==> config.mk <==
export PLATFORM = sky130hd
export DESIGN_NAME = dvsd_8216d9
export DESIGN_NICKNAME = d
export VERILOG_FILES = /design/src/rtl/dvsd_8216d9.sv
export SDC_FILE = /design/constraint.sdc
export NUM_CORES = 1
export LEC_CHECK = 0
export CAP_MARGIN = 20
export CORE_AREA = 5 5 108 110
export CTS_CLUSTER_SIZE = 25
export DETAILED_ROUTE_END_ITERATION = 6
export DIE_AREA = 0 0 113 115
export GPL_ROUTABILITY_DRIVEN = 0
export GPL_TIMING_DRIVEN = 0
export HOLD_SLACK_MARGIN = 0.02
export PLACE_DENSITY_LB_ADDON = 0.1
export REMOVE_ABC_BUFFERS = 1
export SYNTH_ARGS = -nofsm -noshare
export SYNTH_HDL_FRONTEND = slang
export SYNTH_SLANG_ARGS = --single-unit
==> constraint.sdc <==
create_clock -name clk -period 2.55 [get_ports clk]
set_input_delay 0.255 -clock clk [delete_from_list [all_inputs] [get_ports clk]]
set_output_delay 0.255 -clock clk [all_outputs]
set_load 0.01 [all_outputs]
Fig. 1: routed metal per tile
Drawn at 3 px/um. 23 x 23 tiles, from white (low) to dark blue (high), scaled to the fullest tile. Values are wire area over tile area, all layers added.
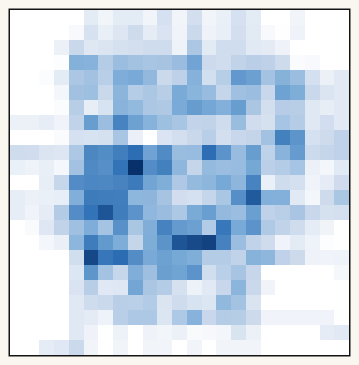
nearly empty tiles: 21%
densest ninth of the die: center
emptiest ninth of the die: south-east
tiles over half the peak: 14%
fullest tile: 0.42
mean over tiles: 0.10
wirelength, routed: 8.67 mm
GRT Overall Usage: 0.135
Via Count: 2,505

Fig. 2: close-up of the layout
Window x 42 to 72, y 20 to 50 um. Cells in gray, sequential cells in the stronger gray; small squares are vias.
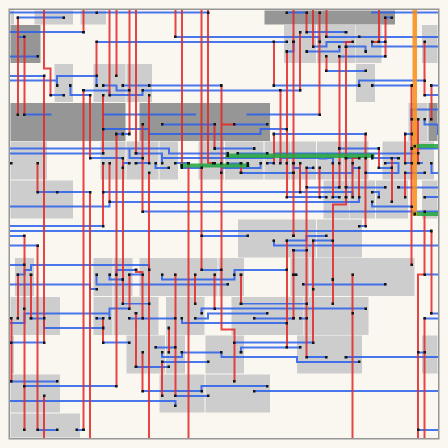
| layer | color |
|---|---|
| metal 1 | blue |
| metal 4 | orange |
| metal 2 | red |
| metal 3 | green |
cells with their middle in the window: 49
most frequent: nand3_1 (6), nand2_1 (5), nor2_1 (5)
sequential cells in the window: 2

Fig. 3: clock wires, drivers and flops
Drawn at 3 px/um.
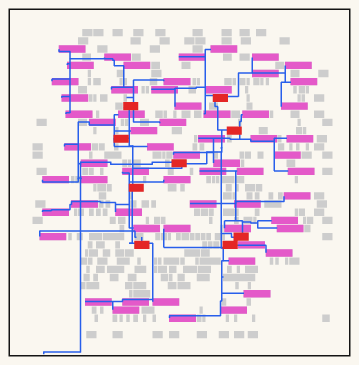
[flip-flops] magenta | count: 63
[clock wires] blue | length: 1,010 um
[clock drivers] red | count: 9
routed clock nets: 10
flops lie: all over the die
P_clk: 0.868 mW
relative contribution of the clock network to total power: 0.142
Latency at later pin: 0.34 ns
clock tree skew after final layout: 0.00935 ns

==> impl_metrics.csv <==
group,metric,value,unit
die,boundaryPins,54,
die,die_width,113,um
final_layout,comb_share,0.360,
clock_network,cts_tree,"done",
die,rows,38,
final_layout,final_nets,400,
routing,initialDrtViolationCount,155,
setup_path,r2r_slack,0.24,ns
synthesis,yosys-top-cells-area,"dfrtp_1, nand2_1, o22a_1, ha_1, o21ai_0",
routing,routed-wl-met3,255,um
clock_network,cts.sinks,63,
grt,met3_usage,0.0284,
power,pwr-share-seq,0.310,
final_layout,layout_top_cell,"dfrtp_1",
synthesis,yosysTopAreaCellShare,0.511,
grt,globalRouteMet2Util,0.200,
setup_path,critPathMaxFanout,13,
setup_path,worst-endpoint-required,2.79,ns
synthesis,synth.yosys.num_cells,313,
timing,fin_hold_ws,0.0136,ns
synthesis,synth-async-reset-ratio,1.00,
synthesis,synthesized_area,3080,um2
timing,setup_viol,0,
grt,grt_max_degree,64,
grt,gr-usage-met1,0.195,
place,placed_cell_area,3720,um2
grt,grt.overflow.total,0,
grt,first_global_vias,2514,
grt,initial_antenna_violation_count,0,
final_layout,area.sequential,1580,um2
power,fin_total_pwr,6.09,mW
routing,drtAntennaViolNets,0,
synthesis,syn_inst,313,
die,dieHeight,115,um
final_layout,n_clock_buffer,10,
power,p_leak,1.62,nW
power,sequential_power,1.89,mW
final_layout,seq-cell-share,0.399,
setup_path,endpoint_kind,"register",
timing,worst_slew_pin_slew,1.03,ns
die,placeableCoreArea,10600,um2
power,netSwitchingPower,2.70,mW
setup_path,cp_slowest_stage_delay,0.59,ns
final_layout,final-comb-area,1430,um2
synthesis,synth_warnings,0,
setup_path,cp_slowest_cell,"a211oi_4",
job,tool_warnings,25,
power,comb-power,3.34,mW
clock_network,cts_root_buf,"clkbuf_8",
power,switching_fraction,0.443,
die,initial_core_util,0.291,
final_layout,layout.cell_area.non_filler,3950,um2
synthesis,ys_ff,63,
power,power_density,1540,nW/um2
timing,slew_violations,0,
timing,period_used_share,0.904,
final_layout,nFlopsAndLatches,63,
place,placement.io_buffers,53,
setup_path,setup.worst_path.class,"reg2reg",
power,power.share.combinational,0.548,
clock_network,clock_tree.buffer_depth,2,
grt,global_route_wire_length_before_repair,13.7,mm
grt,top_usage_layer,"met2",
synthesis,register_area_share_after_synthesis,0.511,
synthesis,synthDistinctLibCells,52,
clock_network,tritoncts_buffers,9,
setup_path,critical_path.startpoint_type,"register",
routing,dr.pass1.iters,4,
run_status,run_status,"finished clean",
routing,post_drt_via_cell_ratio,4.93,
clock_network,clk_pin_slew,0.07,ns
setup_path,r2r.worst_path.cells,5,
clock_network,cts.htree.levels,3,
setup_path,arrival_time_of_the_worst_setup_path,2.54,ns
final_layout,fill_cell_count,1072,
job,max_cap_viol_count,0,
clock_network,cts.hold.buffers_added,0,
cells by family after synthesis:
| logic type | count (synthesis) | synth area share |
|---|---|---|
| buffers and inverters | 28 | 0.0422 |
| AOI/OAI and AO/OA | 90 | 0.209 |
| muxes | 1 | 0.00325 |
| adders and majority gates | 10 | 0.0430 |
| and+or+nand+nor | 114 | 0.172 |
| xor gates and xnor gates | 7 | 0.0199 |
| DFF | 63 | 0.511 |
cells in the mapped netlist (3+ instances only):
cell type / n
dfrtp_1: 63
inv_1: 10
nand2_1: 54
nand3_1: 16
a31oi_1: 13
o21ai_0: 20
a22oi_1: 9
a21oi_1: 7
xor2_1: 5
nor2_1: 22
nand4_1: 5
buf_2: 8
o22a_1: 15
a21o_1: 3
ha_1: 9
o211ai_1: 3
o21ai_1: 3
clkbuf_1: 4
Power figures rest on the tool's default switching activity, not on a simulated workload.
